$ cat config.mk
export PLATFORM = sky130hd
export DESIGN_NAME = fetch_unit
export DESIGN_NICKNAME = d
export VERILOG_FILES = /design/src/rtl/fetch_pkg.sv /design/src/rtl/fetch_skid_buf.sv /design/src/rtl/fetch_unit.sv
export SDC_FILE = /design/constraint.sdc
export NUM_CORES = 1
export LEC_CHECK = 0
export ABC_AREA = 0
export ABC_CLOCK_PERIOD_IN_PS = 2800
export CORE_MARGIN = 1
export CORE_UTILIZATION = 43
export CTS_BUF_LIST = sky130_fd_sc_hd__clkbuf_4 sky130_fd_sc_hd__clkbuf_8
export CTS_CLUSTER_SIZE = 16
export DETAILED_ROUTE_END_ITERATION = 10
export PLACE_DENSITY_LB_ADDON = 0.1
export SETUP_SLACK_MARGIN = 0.5
export SKIP_LAST_GASP = 1
export SLEW_MARGIN = 5
export SYNTH_ARGS = -nofsm -noshare
export SYNTH_HDL_FRONTEND = slang
export SYNTH_HIERARCHICAL = 1
export SYNTH_SLANG_ARGS = --single-unit
$ cat constraint.sdc
create_clock -name clk -period 2.8 [get_ports clk]
set_clock_uncertainty 0.05 [all_clocks]
set_input_delay 0.84 -clock clk [delete_from_list [all_inputs] [get_ports clk]]
set_output_delay 0.84 -clock clk [all_outputs]
set_load 0.01 [all_outputs]
$ cat src/rtl/fetch_pkg.sv
// Shared types and constants for the instruction fetch stage.
package fetch_pkg;
  localparam int unsigned INSTR_W = 32;
  localparam int unsigned ADDR_W  = 32;
  localparam int unsigned PC_STEP = 4;
  localparam int unsigned PC8_OFS = 8;

  typedef enum logic [2:0] {
    S_BOOT,
    S_RUN,
    S_HOLD,
    S_REDIR,
    S_HALT
  } fetch_state_t;

  // One fetched instruction paired with its byte address.
  typedef struct packed {
    logic [INSTR_W-1:0] instr;
    logic [ADDR_W-1:0]  pc;
  } fetch_word_t;
endpackage

$ cat src/rtl/fetch_skid_buf.sv
// One-entry skid buffer holding an {instr, pc} word that decode refused.
// The offered word is the skid entry when full, else the live ROM response.
module fetch_skid_buf
  import fetch_pkg::*;
(
  input  logic        clk,
  input  logic        rst_n,
  input  logic        flush,
  input  logic        rsp_vld,
  input  fetch_word_t rsp_word,
  input  logic        id_ready,
  output logic        out_vld_c,
  output fetch_word_t out_word_c,
  output logic        skid_nxt_c
);

  logic        skid_vld_q;
  fetch_word_t skid_word_q;
  logic        capture;

  // Capture decision and the combinational offer mux.
  always_comb begin
    capture    = ~skid_vld_q & rsp_vld & ~id_ready;
    skid_nxt_c = (skid_vld_q & ~id_ready) | capture;
    out_vld_c  = skid_vld_q | rsp_vld;
    out_word_c = skid_vld_q ? skid_word_q : rsp_word;
  end

  // Skid entry state; a flush drops whatever is held.
  always_ff @(posedge clk or negedge rst_n) begin
    if (!rst_n) begin
      skid_vld_q  <= 1'b0;
      skid_word_q <= '0;
    end else if (flush) begin
      skid_vld_q  <= 1'b0;
    end else begin
      skid_vld_q <= skid_nxt_c;
      if (capture) skid_word_q <= rsp_word;
    end
  end

endmodule

$ cat src/rtl/fetch_unit.sv
// Instruction fetch stage: owns the PC, addresses the registered-read ROM and
// hands {instr, pc} to decode over valid/ready with a 1-entry skid buffer.
// Optional feature macro: FETCH_PERF_CNT_EN adds handshake/stall counters.
module fetch_unit
  import fetch_pkg::*;
#(
  parameter logic [ADDR_W-1:0] RESET_PC  = 32'h0,
  parameter int unsigned       ROM_WORDS = 23
) (
  input  logic        clk,
  input  logic        reset,
  output logic [31:0] Dir,
  input  logic [31:0] Instruccion,
  input  logic        br_taken,
  input  logic [31:0] br_target,
  output logic        id_valid,
  input  logic        id_ready,
  output logic [31:0] id_instr,
  output logic [31:0] id_pc,
  output logic [31:0] id_pc8,
  output logic        oob
`ifdef FETCH_PERF_CNT_EN
  ,
  output logic [31:0] perf_fetch_cnt,
  output logic [31:0] perf_stall_cnt
`endif
);

  localparam logic [ADDR_W-1:0] PC_LIMIT = ADDR_W'(ROM_WORDS * PC_STEP);

  fetch_state_t      state_q;
  logic              rsp_vld_q;
  logic [ADDR_W-1:0] rsp_pc_q;
  logic              offer_vld;
  fetch_word_t       offer_word;
  fetch_word_t       rsp_word;
  logic              skid_nxt;
  logic              can_issue;
  logic              at_limit;
  logic              issue;
  logic              halt_set;

  // Issue gating: stall, halt and redirect all block a new ROM request.
  always_comb begin
    rsp_word  = '{instr: Instruccion, pc: rsp_pc_q};
    can_issue = ~skid_nxt & ~oob & ~br_taken;
    at_limit  = (Dir >= PC_LIMIT);
    issue     = can_issue & ~at_limit;
    halt_set  = can_issue & at_limit;
  end

  fetch_skid_buf u_skid (
    .clk        (clk),
    .rst_n      (reset),
    .flush      (br_taken),
    .rsp_vld    (rsp_vld_q),
    .rsp_word   (rsp_word),
    .id_ready   (id_ready),
    .out_vld_c  (offer_vld),
    .out_word_c (offer_word),
    .skid_nxt_c (skid_nxt)
  );

  // Decode-facing view; a redirect squashes whatever is offered this cycle.
  always_comb begin
    id_valid = offer_vld & ~br_taken;
    id_instr = offer_word.instr;
    id_pc    = offer_word.pc;
    id_pc8   = offer_word.pc + ADDR_W'(PC8_OFS);
  end

  // PC, in-flight response tracking, halt flag and the fetch FSM.
  always_ff @(posedge clk or negedge reset) begin
    if (!reset) begin
      Dir       <= RESET_PC;
      rsp_vld_q <= 1'b0;
      rsp_pc_q  <= '0;
      oob       <= 1'b0;
      state_q   <= S_BOOT;
    end else if (br_taken) begin
      Dir       <= br_target & ~ADDR_W'(3);
      rsp_vld_q <= 1'b0;
      oob       <= 1'b0;
      state_q   <= S_REDIR;
    end else begin
      rsp_vld_q <= issue;
      if (issue) begin
        rsp_pc_q <= Dir;
        Dir      <= Dir + ADDR_W'(PC_STEP);
      end
      if (halt_set) begin
        oob     <= 1'b1;
        state_q <= S_HALT;
      end else begin
        case (state_q)
          S_BOOT:  if (issue) state_q <= S_RUN;
          S_RUN:   if (skid_nxt) state_q <= S_HOLD;
          S_HOLD:  if (!skid_nxt) state_q <= S_RUN;
          S_REDIR: state_q <= S_RUN;
          S_HALT:  state_q <= S_HALT;
          default: state_q <= S_BOOT;
        endcase
      end
    end
  end

`ifdef FETCH_PERF_CNT_EN
  // Accepted-handshake and back-pressure cycle counters, wrapping.
  always_ff @(posedge clk or negedge reset) begin
    if (!reset) begin
      perf_fetch_cnt <= '0;
      perf_stall_cnt <= '0;
    end else begin
      if (id_valid & id_ready)  perf_fetch_cnt <= perf_fetch_cnt + 32'd1;
      if (id_valid & ~id_ready) perf_stall_cnt <= perf_stall_cnt + 32'd1;
    end
  end
`endif

endmodule

pdn.png
Pins as bars on the die edge. Tap cells in grey.
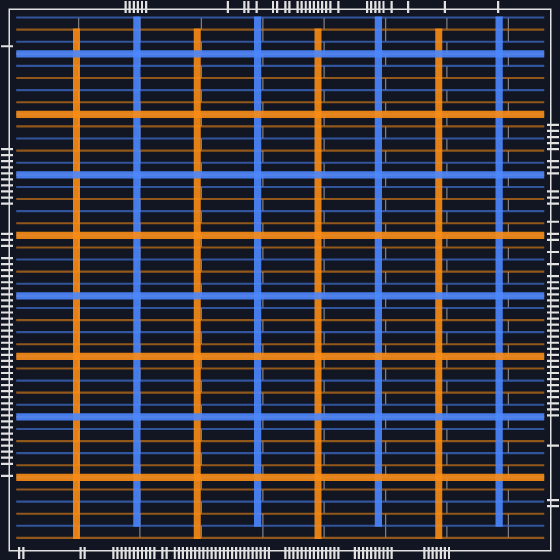
| net | colour |
|---|---|
| VSS | orange |
| VDD | blue |
signal pins: 198
met5 straps: 8
met1 rails: 44
met4 straps: 8
tap cells: 180

final_placement.png
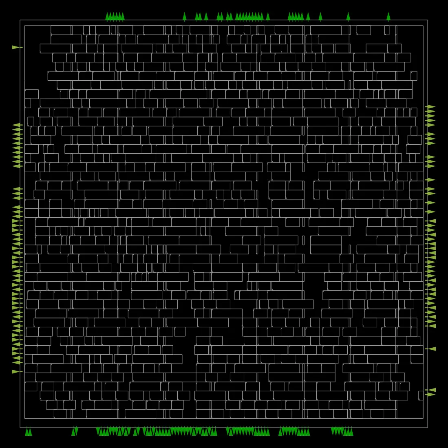
tap cells: 180
core region area: 0.01388 mm2
Fillers: 933
post-layout util: 74.54%

met2.png
Scale bar: 20 um.
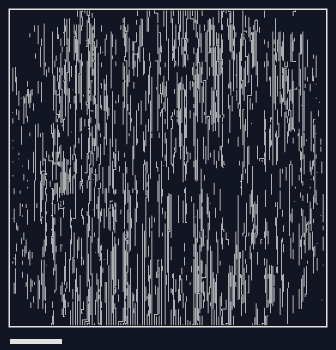
main direction: vertical
longest straight run: 51.3 um
wire length on this layer: 8610 um

==> results_slide.txt <==
Synthesis and Place & Route Summary

Route
  – Via count: 4904
  – Metal3 WL: approximately 900 um
  – Vias per cell: 5.004
  – Routed WL: 16940 um
  – Max layer used: met4
  – Met2 Wirelength: about 8600 um
  – Post-DR wirelength/cell: 17.29 um
  – DR iter-0 viols: approximately 140
  – TritonRoute pass-1 iters: 4
  – DRC Markers: 0
  – ANT nets after route: 0

Logic synthesis
  – Simple-Gate Area Share: 9.394%
  – Yosys adder share: less than 1%
  – Sequential area share after synthesis: 51.87%
  – Dominant kind of combinational cell: multiplexers
  – Largest area contributor in the netlist: dfrtp_1
  – YS chip area: 0.006127 mm2
  – AO/OA Area Share: under 10%
  – Post-Synth XOR/XNOR Area: under 10%
  – Synth warnings: 6
  – Post-synth area hogs: dfrtp_1, mux2_2, mux2_1
  – Flops after synth: 127
  – Synthesized area: 0.006127 mm2

Power
  – Internal power: ~3.0 mW
  – Combinational fraction of design power: 11.2%
  – Total net switching power: 0.9079 mW
  – Peak VDD IR: approximately 250 uV
  – Clock Power Share: 40.2%
  – Lkg Pwr: 5.142 nW
  – Cell Pwr Density: between 300 and 400 mW/mm2
  – Switching share of power: 22.95%
  – Flop pwr share: 48.6%

Cells and area
  – Diode count: 0
  – Final instance area: 0.01035 mm2
  – Area growth syn-to-layout: 68.86%
  – NumNets Final: 859

Place
  – DP Area: ~0.009 mm2
  – Post-DP HPWL: about 10000 um
  – Port Buffers: 193
  – Pre-CTS WS: -0.5711 ns
  – GPL Wtd Cong: slightly below 0.8
  – Placed cells: 890

Job
  – Tally of OpenROAD warnings: 32
  – MaxCap Viol Count: 0

STA
  – Final Cycle Share: 120.5%
  – Hold_ws: about 0.26 ns
  – Fmax: 296.5 MHz
  – Setup Total Neg Slack: -21.51 ns
  – RSZ-0062 raised after global routing: true
  – Rel. slew slack: 65.75%
  – Slew Limit Fails: 0
  – Fin. Hold Viols: 0
  – Setup ws final: -0.5727 ns
  – Final setup viols: 78

Critical path
  – Critical Path RT: 1.91 ns
  – Crit path buf inv count: 5
  – CP max stage delay: between 0.4 and 0.5 ns
  – Critical path, cell by cell: buf_6, buf_12, mux2_4, nand4_1, nor3_4, buf_12, nand3_2, buf_6, xnor2_2, buf_2
  – Worst EP arrival: 2.48 ns
  – Crit end category: primary output
  – R2R setup slack: -0.04 ns
  – FF-to-FF Start: u_skid/skid_vld_q
  – Critical Path Source Type: register
  – WS Path Type: register to primary output

Global routing
  – Tot GR Track Use: 22.12%
  – Vias in the first global route: between 4000 and 5000
  – Initial antenna violation count: 0

Clock tree
  – Hold buffers post-CTS: 0
  – Clk slew on worst S/H paths: 0.07 ns
  – H-tree Lvls: 4
  – Inserted Clock Buffers: 17
  – Sink Count: around 130
  – Clk buf depth: 2
  – Late-Pin Clk Latency: 0.44 ns

Floorplanning
  – Fp util: 44.14%
  – Die Ht: 121.4 um

Run status
  – Status: finished, violations left
  – Failing checks: setup timing
[cells in the mapped netlist, drive strengths merged]
cell type	number
nor4	8
o311ai	2
ha	3
mux2	158
clkbuf	3
a21oi	1
nor2	16
o211ai	1
a2bb2oi	1
o21ai	1
buf	23
nor3	6
nand2	11
a31o	1
a211oi	1
nor2b	26
a22oi	1
nand3	13
inv	10
nor4b	1
nand4	10
xnor2	19
and3	3
xor2	9
nand3b	1
conb	1
or2	2
and4	2
a41o	1
dfrtp	127
a22o	1
[area by class of cell]
class	instances	area, um2
clock inverters	7	85.08
clock buffers	24	311.5
inverters	10	37.54
repair buffers	327	3219
flip-flops and latches	127	3186
well taps	180	225.2
fillers	933	3535
multi-input cells	305	3282
[cell families after synthesis]
group           count (synthesis)
simple gates                   99
xor+xnor                       28
compound gates                 11
mux                           158
other cells                     1
buf+inv                        36
fa+ha+maj                       3
flops                         127
[state kept, by name (all words and copies together), names as in the netlist]
signal              count
rsp_vld_q               1
Dir                    30
rsp_pc_q               30
oob                     1
u_skid/skid_word_q     64
u_skid/skid_vld_q       1
[power by group through the flow]
stage                     combinational (mW)  sequential (mW)  clock [mW]
after CTS                              0.436             1.92        1.62
after global routing                   0.475             1.93        1.70
after detailed placement               0.436             1.96           0
after floorplan                        0.114             1.97           0
after global placement                 0.427             1.95           0
final                                  0.443             1.92        1.59
[metal layers]
metal / vias to the layer above / global-route usage, %
li1: 2283 / -
met1: 2456 / 27.18
met2: 142 / 36.68
met3: 23 / 5.733
met4: 0 / 9.259
met5: - / 0
[placed cells by master, fill, tap and decap left out, drive strengths merged, types with 11 or more instances in the layout]
cell / count
nand3: 13
clkbuf: 34
xnor2: 19
buf: 222
nor2: 16
dfrtp: 127
nor2b: 26
clkdlybuf4s50: 85
mux2: 158
nand2: 11
[worst max path at each step]
stage,start,end,cells past startpoint
after floorplan,u_skid/skid_vld_q,id_pc8[31],8
after global placement,u_skid/skid_vld_q,id_pc8[26],8
after detailed placement,u_skid/skid_vld_q,id_pc8[24],8
after CTS,u_skid/skid_vld_q,id_pc8[31],9
after global routing,u_skid/skid_vld_q,id_pc8[15],9
final,u_skid/skid_vld_q,id_pc8[24],10
[repair_timing]
action / CTS / global route
setup endpoints to repair: 137 / 211
gates resized: 413 / 206
buffers inserted: 20 / 31
pin swaps: 24 / 36
cloned: 3 / 5
Power figures rest on the tool's default switching activity, not on a simulated workload.
